File: src/rtl/mux_rr_arbiter.sv
// Round-robin arbiter and sequencer for a shared 2:1 mux with burst-held grants.
// Optional macro GRANT_TIMEOUT_EN adds a per-grant beat limit (MAX_GRANT) forcing handover when contended.
module mux_rr_arbiter #(
    parameter int DATA_W    = 8,
    parameter int MAX_GRANT = 16
) (
    input  logic              clk,
    input  logic              rst_n,
    input  logic              req0,
    input  logic              req1,
    input  logic [DATA_W-1:0] data0,
    input  logic [DATA_W-1:0] data1,
    input  logic              last0,
    input  logic              last1,
    output logic              gnt0,
    output logic              gnt1,
    output logic              sel,
    output logic              out_valid,
    output logic [DATA_W-1:0] out_data,
    output logic              busy
);

    typedef enum logic [1:0] {
        IDLE = 2'd0,
        GNT0 = 2'd1,
        GNT1 = 2'd2
    } state_t;

    state_t state, state_nxt;
    logic   ptr, ptr_nxt;
    logic   sel_nxt;
    logic   acc0, acc1;
    logic   rel0, rel1;
    logic   to0, to1;

    if (MAX_GRANT < 2 || MAX_GRANT > 255) begin : g_max_grant_range
        $error("MAX_GRANT must lie in 2..255");
    end

    assign acc0 = (state == GNT0) && req0;
    assign acc1 = (state == GNT1) && req1;

`ifdef GRANT_TIMEOUT_EN
    localparam logic [7:0] CNT_LAST = 8'(MAX_GRANT - 1);
    logic [7:0] cnt;

    // Forced handover only on the beat that reaches the limit, and only if the peer is waiting.
    assign to0 = acc0 && (cnt == CNT_LAST) && req1;
    assign to1 = acc1 && (cnt == CNT_LAST) && req0;

    always_ff @(posedge clk) begin
        if (!rst_n) begin
            cnt <= 8'd0;
        end else if (state_nxt != state) begin
            cnt <= 8'd0;
        end else if ((acc0 || acc1) && (cnt != 8'hFF)) begin
            cnt <= cnt + 8'd1;
        end
    end
`else
    assign to0 = 1'b0;
    assign to1 = 1'b0;
`endif

    // A withdrawn request releases regardless of last; last is only meaningful with req.
    assign rel0 = (state == GNT0) && (!req0 || last0 || to0);
    assign rel1 = (state == GNT1) && (!req1 || last1 || to1);

    always_comb begin
        state_nxt = state;
        ptr_nxt   = ptr;
        sel_nxt   = sel;
        case (state)
            IDLE: begin
                if (req0 && req1) begin
                    state_nxt = ptr ? GNT1 : GNT0;
                end else if (req0) begin
                    state_nxt = GNT0;
                end else if (req1) begin
                    state_nxt = GNT1;
                end
            end
            GNT0: begin
                if (rel0) begin
                    ptr_nxt   = 1'b1;
                    state_nxt = req1 ? GNT1 : IDLE;
                end
            end
            GNT1: begin
                if (rel1) begin
                    ptr_nxt   = 1'b0;
                    state_nxt = req0 ? GNT0 : IDLE;
                end
            end
            default: begin
                state_nxt = IDLE;
            end
        endcase
        if (state_nxt == GNT0) begin
            sel_nxt = 1'b0;
        end else if (state_nxt == GNT1) begin
            sel_nxt = 1'b1;
        end
    end

    always_ff @(posedge clk) begin
        if (!rst_n) begin
            state     <= IDLE;
            ptr       <= 1'b0;
            sel       <= 1'b0;
            out_valid <= 1'b0;
            out_data  <= '0;
        end else begin
            state     <= state_nxt;
            ptr       <= ptr_nxt;
            sel       <= sel_nxt;
            out_valid <= acc0 || acc1;
            if (acc1) begin
                out_data <= data1;
            end else if (acc0) begin
                out_data <= data0;
            end
        end
    end

    assign gnt0 = (state == GNT0);
    assign gnt1 = (state == GNT1);
    assign busy = (state != IDLE);

endmodule

File: config.mk
export PLATFORM = sky130hd
export DESIGN_NAME = mux_rr_arbiter
export DESIGN_NICKNAME = d
export VERILOG_FILES = /design/src/rtl/mux_rr_arbiter.sv
export SDC_FILE = /design/constraint.sdc
export NUM_CORES = 1
export LEC_CHECK = 0
export CAP_MARGIN = 20
export CORE_UTILIZATION = 40
export CTS_CLUSTER_DIAMETER = 50
export DETAILED_ROUTE_END_ITERATION = 12
export GPL_TIMING_DRIVEN = 0
export HOLD_SLACK_MARGIN = 0.08
export PLACE_DENSITY = 0.78
export SYNTH_ARGS = -nofsm -noshare
export SYNTH_HDL_FRONTEND = slang
export SYNTH_SLANG_ARGS = --single-unit
File: constraint.sdc
create_clock -name clk -period 1.8 [get_ports clk]
set_input_delay 0.54 -clock clk [delete_from_list [all_inputs] [get_ports clk]]
set_output_delay 0.54 -clock clk [all_outputs]
set_load 0.01 [all_outputs]
Figure 1. Cell density map (run 1).
(8 px per um) 9 x 9 tiles, from black (low) to pale yellow (high), 0 to 100% covered.
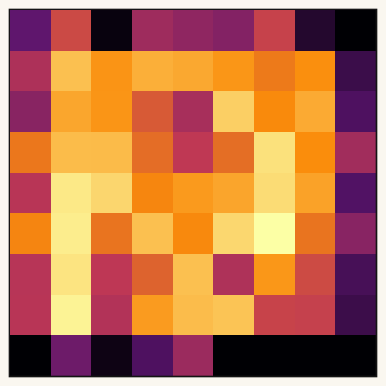
nearly empty tiles	7.4%
mean over tiles	57%
fullest tile	100%
tiles over 75% full	38%
emptiest ninth of the die	bottom right

Figure 2. Placed cells, one color a class (run 1).
(6 px per um)
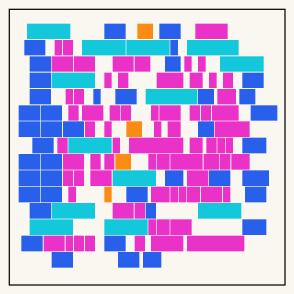
color	class	cells
blue	remaining buffers and delay cells	41
orange	clock drivers and dummy loads	4
cyan	sequential cells	13
magenta	combinational and other logic	71

==> impl_metrics.csv, run 1 <==
group,metric,value,unit
status,outcome,"finished, final reports clean",
setup_path,r2r_start,"state[1]",
detailed_routing,drt-total-wl,1980,um
cells_and_area,n_all_inverters,5,
power,switching_share,33.1,%
detailed_routing,vias,802,
flow_run,log.warning_count,30,
setup_path,crit_path_end_kind,"output pin",
timing,final.setup.tns,0,ns
yosys,async_flop_share,0,%
floorplan,n_tap_cell,25,
clocking,cts_hold_buffers,0,
cells_and_area,buf_share,31.6,%
timing,final-max-slew-violation-count,0,
timing,worst_slew_pin_slew,0.430,ns
setup_path,crit_path_start,"state[1]",
yosys,yosys_register_bits,13,
yosys,yosys.stat.seqShare,34.0,%
placement,dpl.cell_count,147,
yosys,area_leaders,"dfxtp_1, nand3_1, o211a_1",
yosys,mux_share,2.62,%
cells_and_area,mostFrequentLayoutCells,"clkdlybuf4s50_1, nand3_1, nand2_1, dfxtp_1, o211a_1",
power,pg_seq,0.000368,W
clocking,ctsResizeCount,14,
cells_and_area,final_area,0.00123,mm^2
cells_and_area,largest-register,"out_data",
power,ir_drop,0.473,mV
setup_path,path_max_fanout,5,
timing,min_period,1.76,ns
detailed_routing,ant_nets,0,
cells_and_area,largest_reg_flops,8,
grt,grt_max_degree,11,
cells_and_area,comb_cells,66,
power,power_density,789,mW/mm^2
clocking,cts_tree,"built",
floorplan,die_y,45.7,um
timing,fmax,0.569,GHz
setup_path,path_buffers,2,
power,largestPowerGroup,"combinational cells",
yosys,top_cells_by_count,"nand3_1, dfxtp_1, nand2_1",
floorplan,rows,15,
yosys,ys_types,27,
clocking,numCtsBuffers,3,
yosys,yosys_area,764,um^2
floorplan,chipArea,0.00209,mm^2
grt,grt_use_met3,4.37,%
power,power.leakage,0.570,nW
detailed_routing,drc,0,
cells_and_area,area_growth,60.4,%
yosys,yosys_warnings,0,
grt,grt_antenna_before_repair,0,
cells_and_area,clkCellAreaFrac,2.14,%
detailed_routing,wl_met3,147,um
cells_and_area,flops,13,
floorplan,fp.dieW,45.7,um
floorplan,fp_util,43.3,%
grt,grt_usage,20.3,%
detailed_routing,wl_per_cell,12.8,um
yosys,adder_share,6.55,%
placement,globalplace.congestion,0.805,
detailed_routing,dr_wl_met2,912,um
cells_and_area,top_area_cell_class,"combinational gates",
yosys,ys_sh_aoi,21.6,%
power,power.switching,0.000320,W
setup_path,crit_slowest_cell,"dfxtp_4",
clocking,cts_root_buf,"clkbuf_4",
timing,fin_crit_sh,97.6,%
timing,setup-violations-final,0,
cells_and_area,register_area,268,um^2
flow_run,cap_viol_max_count,0,
detailed_routing,detail_route.vias_per_cell,5.21,
cells_and_area,final_util,69.5,%
setup_path,rrSetupSlack,0.09,ns
clocking,h-tree-depth,1,
yosys,synthXorXnorAreaFrac,0,%
worst_hold_path,worstHoldPathCells,2,
cells_and_area,fillers,156,
cells_and_area,reg_top3,"out_data (8), state (2)",
power,p_int,0.000647,W
placement,port_buffers,33,
Figure 3. Clock wiring as the flow saved it (run 1).
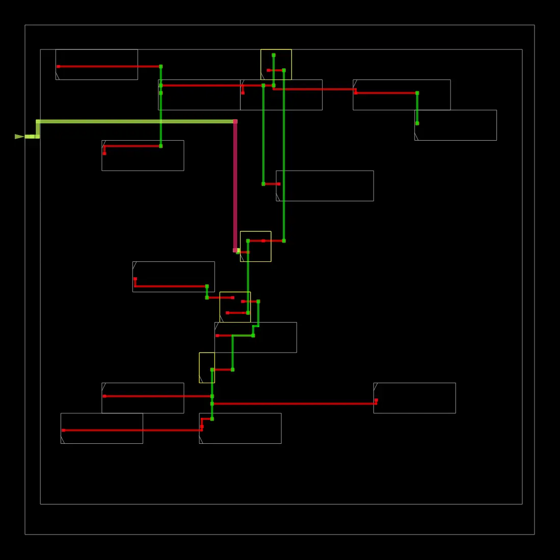
clk sinks: 13
Worst Skew: 0.00389 ns
Clk. pwr: 0.000182 W

==> run 2: changes to the inputs <==
CORE_UTILIZATION = 42   (was 40)
CTS_BUF_LIST = sky130_fd_sc_hd__clkbuf_2 sky130_fd_sc_hd__clkbuf_4 sky130_fd_sc_hd__clkbuf_8   (was not set)
CTS_CLUSTER_DIAMETER = not set   (was 50)
PLACE_DENSITY = 0.79   (was 0.78)
==> run 2 against run 1 <==
  * Sequential power about the same
  * Design area increased by 3.6%
  * Clock-buffer cell count unchanged
  * Synthesized cell count unchanged
  * Maximum frequency decreased by 0.72%
  * Combinational power increased by 9.1%
  * Worst setup slack got worse by 0.013 ns
  * Area after synthesis unchanged
  * Core utilization increased by 4.9 points
  * Global-route usage increased by 2.8 points
  * Clock power increased by 12%
  * Cell count increased by 1.9%
==> impl_metrics.csv, run 2 <==
group,metric,value,unit
status,outcome,"finished, final reports clean",
yosys,area_leaders,"dfxtp_1, nand3_1, o211a_1",
worst_hold_path,worstHoldPathType,"reg2reg",
setup_path,cp.depth,1,
cells_and_area,buffers,44,
timing,fin_crit_sh,98.3,%
floorplan,rows,15,
clocking,cts_tree,"built",
flow_run,log.warning_count,31,
floorplan,die_y,44.7,um
setup_path,r2r_start,"state[1]",
floorplan,fp_util,44.8,%
cells_and_area,buf_share,32.4,%
cells_and_area,largest_reg_flops,8,
timing,final.setup.tns,0,ns
detailed_routing,drt-total-wl,2200,um
placement,dp_slack,-0.484,ns
timing,worst_slew_pin_slew,0.437,ns
setup_path,crit_arrival,1.23,ns
power,pg_seq,0.000368,W
yosys,postSynthAreaPerCell,8.59,um^2
floorplan,chipArea,0.00199,mm^2
setup_path,path_max_fanout,4,
yosys,ys_sh_aoi,21.6,%
cells_and_area,top_area_cell_class,"combinational gates",
power,largestPowerGroup,"combinational cells",
yosys,async_flop_share,0,%
detailed_routing,wl_met3,125,um
grt,top_usage_layer,"met2",
power,switching_share,33.5,%
cells_and_area,final_cells,157,
timing,setup-violations-final,0,
detailed_routing,drt_iter0_drc,15,
cells_and_area,area_growth,66.1,%
power,ir_drop,0.572,mV
floorplan,fp.dieW,44.7,um
timing,min_period,1.77,ns
placement,globalplace.congestion,0.794,
detailed_routing,vias,829,
timing,clock_skew,0.0129,ns
cells_and_area,final_util,74.4,%
clocking,cts_root_buf,"clkbuf_4",
grt,grt_usage,23.1,%
yosys,adder_share,6.55,%
cells_and_area,register_area,268,um^2
detailed_routing,dr_wl_met2,1150,um
cells_and_area,largest-register,"out_data",
cells_and_area,antenna_cells,0,
cells_and_area,comb_share,40.2,%
placement,placed_cell_area,0.00113,mm^2
grt,grt_antenna_before_repair,0,
timing,final-max-slew-violation-count,0,
yosys,synthXorXnorAreaFrac,0,%
yosys,ys_types,27,
power,power.leakage,0.577,nW
setup_path,critPathRequiredTime,1.26,ns
grt,grt_use_met3,4.90,%
power,p_int,0.000683,W
floorplan,n_tap_cell,25,
placement,dpl.cell_count,147,
yosys,yosys_warnings,0,
grt,grt_max_degree,11,
placement,port_buffers,33,
yosys,mux_share,2.62,%
power,p_total,0.00103,W
setup_path,crit_slowest_cell,"clkdlybuf4s50_1",
grt,grt_pass1_vias,739,
power,seq_power_share,35.8,%
yosys,edf_count,0,
cells_and_area,mostFrequentLayoutCells,"clkdlybuf4s50_1, nand3_1, nand2_1, dfxtp_1, o211a_1",
cells_and_area,n_all_inverters,5,
clocking,cts.reportedPaths.clkPinSlew,0.09,ns
detailed_routing,detail_route.vias_per_cell,5.28,
cells_and_area,clkCellAreaFrac,2.36,%
cells_and_area,flops,13,
clocking,cts_hold_buffers,0,
clocking,h-tree-depth,1,
worst_hold_path,min-delay-start,"out_data[0]",
detailed_routing,drt_pre_antenna_iters,4,
power,clock_power,0.000203,W
detailed_routing,top_layer,"met4",
setup_path,rrSetupSlack,0.05,ns
setup_path,crit_path_start,"sel",
placement,hpwl,1530,um
detailed_routing,wl_per_cell,14.0,um
yosys,ys_sh_simple,29.0,%
yosys,top_cells_by_count,"nand3_1, dfxtp_1, nand2_1",
yosys,yosys.stat.seqShare,34.0,%
power,comb-power,0.000456,W
grt,grt_use_met1,27.1,%
setup_path,endpoint,"sel",
flow_run,cap_viol_max_count,0,
cells_and_area,final_area,0.00127,mm^2
clocking,numCtsBuffers,3,
setup_path,crit_path_end_kind,"output pin",
setup_path,max_stage_delay,0.56,ns
yosys,yosys_register_bits,13,
detailed_routing,drc,0,
cells_and_area,comb_cells,66,
cells_and_area,reg_top3,"out_data (8), state (2)",
yosys,synth_area,764,um^2
power,power.switching,0.000344,W
worst_hold_path,worstHoldPathCells,3,
clocking,post-cts-setup-buffers,2,
timing,fmax,0.565,GHz
grt,grt_use_met2,39.7,%
setup_path,critPathKind,"reg2out",
power,clkPwrFrac,19.8,%
clocking,clock-sinks,13,
clocking,ctsResizeCount,15,
cells_and_area,fillers,131,
setup_path,path_buffers,1,
cells_and_area,lay_top_count,"clkdlybuf4s50_1",
yosys,floorplan.nets,115,
power,power_density,808,mW/mm^2
timing,layout_setup_ws,0.0303,ns
clocking,clk_latency,0.29,ns
detailed_routing,ant_nets,0,
cells_and_area,n_clock_buffer,4,
yosys,yosysCellCount,89,
yosys,yosys_area,764,um^2
yosys,synthCells,89,
Figure 4. Ports around the boundary (run 2).
(8 px per um) Pins as bars across the die edge, other pins in gray.
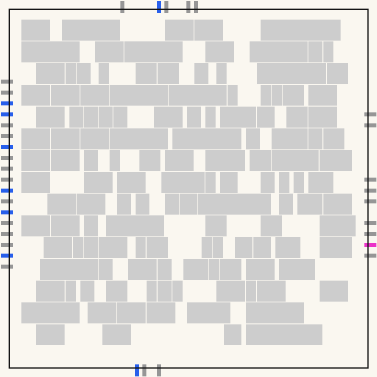
color	port	pins	direction	edge
magenta	gnt1	1	output	right
blue	data1	8	input	6 left, 1 bottom, 1 top
all pins by edge	18 left, 9 right, 5 top, 3 bottom

==> run 3: changes to the inputs <==
CORE_MARGIN = 4   (was not set)
Figure 5. Ports around the boundary (run 3).
(8 px per um) Pins as bars across the die edge, other pins in gray.
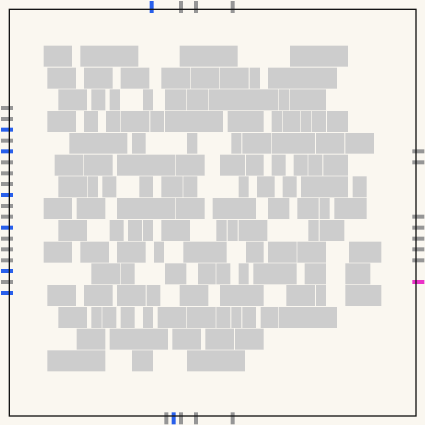
color	port	pins	direction	edge
blue	data1	8	input	6 left, 1 bottom, 1 top
magenta	gnt1	1	output	right
all pins by edge	18 left, 8 right, 5 bottom, 4 top

==> run 3 against run 2 <==
  * Clock skew fell by 0.0073 ns
  * First-iteration DRC count grew 20%
  * Critical path depth up 2
  * Hold slack worse by 0.0025 ns
  * Clock-buffer cell count unchanged
==> impl_metrics.csv, run 3 <==
group,metric,value,unit
cells_and_area,flops,13,
timing,final-max-slew-violation-count,0,
timing,fmax,0.562,GHz
cells_and_area,largest-register,"out_data",
timing,layout_setup_ws,0.0217,ns
placement,dpl.cell_count,147,
detailed_routing,drt_iter0_drc,18,
floorplan,chipArea,0.00257,mm^2
yosys,adder_share,6.55,%
yosys,top_cells_by_count,"nand3_1, dfxtp_1, nand2_1",
placement,hpwl,1520,um
power,power.switching,0.000315,W
power,comb-power,0.000400,W
clocking,cts_root_buf,"clkbuf_4",
cells_and_area,final_area,0.00119,mm^2
clocking,cts_hold_buffers,0,
clocking,numCtsBuffers,3,
setup_path,startpoint_type,"flip-flop",
placement,globalplace.congestion,0.835,
setup_path,max_stage_delay,0.37,ns
yosys,yosysCellCount,89,
yosys,synthXorXnorAreaFrac,0,%
setup_path,cp.depth,3,
floorplan,n_tap_cell,25,
power,power_density,809,mW/mm^2
grt,grt_pass1_vias,815,
clocking,cts_tree,"built",
setup_path,rrSetupSlack,0.12,ns
flow_run,log.warning_count,30,
setup_path,crit_path_end_kind,"output pin",
timing,min_period,1.78,ns
grt,grt_use_met2,31.7,%
cells_and_area,fillers,157,
yosys,async_flop_share,0,%
timing,fin_crit_sh,98.8,%
detailed_routing,drt-total-wl,2080,um
worst_hold_path,worstHoldPathCells,3,
yosys,largest_area_cell,"dfxtp_1",
timing,clock_skew,0.00563,ns
cells_and_area,clkCellAreaFrac,2.51,%
yosys,yosys_warnings,0,
cells_and_area,largest_reg_flops,8,
yosys,mux_share,2.62,%
cells_and_area,comb_share,39.3,%
detailed_routing,ant_nets,0,
cells_and_area,n_clock_buffer,4,
yosys,yosys.area.top_type_share,34.0,%
power,clkPwrFrac,20.4,%
flow_run,cap_viol_max_count,0,
yosys,area_leaders,"dfxtp_1, nand3_1, o211a_1",
setup_path,crit_arrival,1.24,ns
cells_and_area,antenna_cells,0,
floorplan,fp.dieW,50.7,um
power,pg_seq,0.000368,W
power,largestPowerGroup,"combinational cells",
yosys,ys_types,27,
power,power.leakage,0.544,nW
power,p_total,0.000966,W
setup_path,endpoint,"gnt1",
power,p_int,0.000652,W
clocking,post-cts-setup-buffers,1,
yosys,synth_area,764,um^2
setup_path,critPathRequiredTime,1.26,ns
worst_hold_path,min-delay-start,"out_data[5]",
setup_path,crit_path_start,"state[0]",
setup_path,path_max_fanout,6,
yosys,ys_sh_simple,29.0,%
cells_and_area,area_growth,56.3,%
power,switching_share,32.6,%
grt,grt_use_met1,19.2,%
yosys,yosys_register_bits,13,
yosys,post-synth-top-count-cell,"nand3_1",
cells_and_area,buffers,40,
cells_and_area,drive_gt1_share,16.4,%
detailed_routing,wl_met3,162,um
grt,grt_usage,17.5,%
clocking,clock-sinks,13,
yosys,yosys.stat.seqShare,34.0,%
detailed_routing,drc,0,
timing,final.setup.tns,0,ns
setup_path,path_buffers,2,
cells_and_area,comb_cells,66,
detailed_routing,dr_wl_met2,987,um
yosys,postSynthAreaPerCell,8.59,um^2
setup_path,crit_slowest_cell,"dfxtp_4",
cells_and_area,reg_top3,"out_data (8), state (2)",
yosys,edf_count,0,
cells_and_area,mostFrequentLayoutCells,"clkdlybuf4s50_1, nand3_1, nand2_1, dfxtp_1, o211a_1",
cells_and_area,register_area,268,um^2
cells_and_area,top_area_cell_class,"combinational gates",
setup_path,r2r_start,"state[0]",
detailed_routing,drt_pre_antenna_iters,4,
timing,worst_slew_pin_slew,0.464,ns
setup_path,critPathKind,"reg2out",
detailed_routing,wl_per_cell,13.6,um
timing,finalHoldViolCount,0,
yosys,synth-main-ff-cell,"dfxtp_1",
placement,placed_cell_area,0.00113,mm^2
status,outcome,"finished, final reports clean",
cells_and_area,buf_share,31.6,%
detailed_routing,top_layer,"met4",
grt,top_usage_layer,"met2",
floorplan,die_y,50.7,um
floorplan,rows,15,
cells_and_area,final_cells,153,
yosys,ys_sh_aoi,21.6,%
clocking,cts.path.max_buffers,2,
timing,max_slew_margin,69.1,%
clocking,cts.reportedPaths.clkPinSlew,0.08,ns
cells_and_area,n_all_inverters,5,
worst_hold_path,worstHoldPathType,"reg2reg",
power,seq_power_share,38.1,%
cells_and_area,final_util,69.2,%
placement,dp_slack,-0.427,ns
floorplan,fp_util,44.3,%
clocking,h-tree-depth,1,
grt,grt_antenna_before_repair,0,
grt,grt.overflow.total,0,
setup_path,cp_top_family,"flip-flops",
clocking,clk_latency,0.28,ns
detailed_routing,vias,810,
clocking,ctsResizeCount,13,
timing,setup-violations-final,0,
detailed_routing,detail_route.vias_per_cell,5.29,
cells_and_area,lay_top_count,"clkdlybuf4s50_1",
power,ir_drop,0.448,mV
yosys,floorplan.nets,115,
yosys,yosys_area,764,um^2
grt,grt_use_met3,5.34,%
grt,grt_max_degree,11,
power,clock_power,0.000197,W
yosys,synthCells,89,
placement,port_buffers,33,

==> notes/layouts.md <==
Pictures saved along the way, in no particular order.

Routed metal, one color a layer.
(6 px per um)
shot_01.png
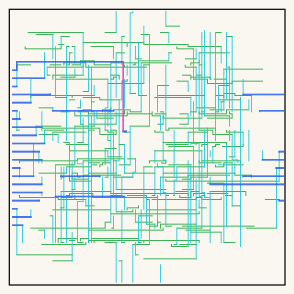
shot_02.png
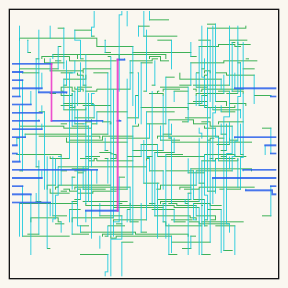
shot_03.png
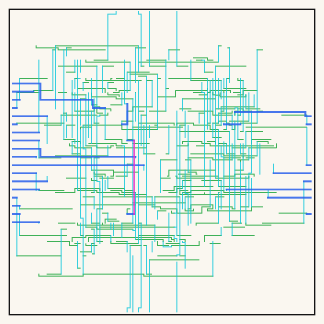
shot_01.png -> run 1
shot_03.png -> run 3
shot_02.png -> run 2
The one with the largest die is shot_03.png.

Key to shot_02.png:
color	layer	wire length
magenta	metal 4	34.7 um
blue	metal 3	126 um
cyan	metal 2	1150 um
green	metal 1	891 um

Power and IR drop assume default switching activity.
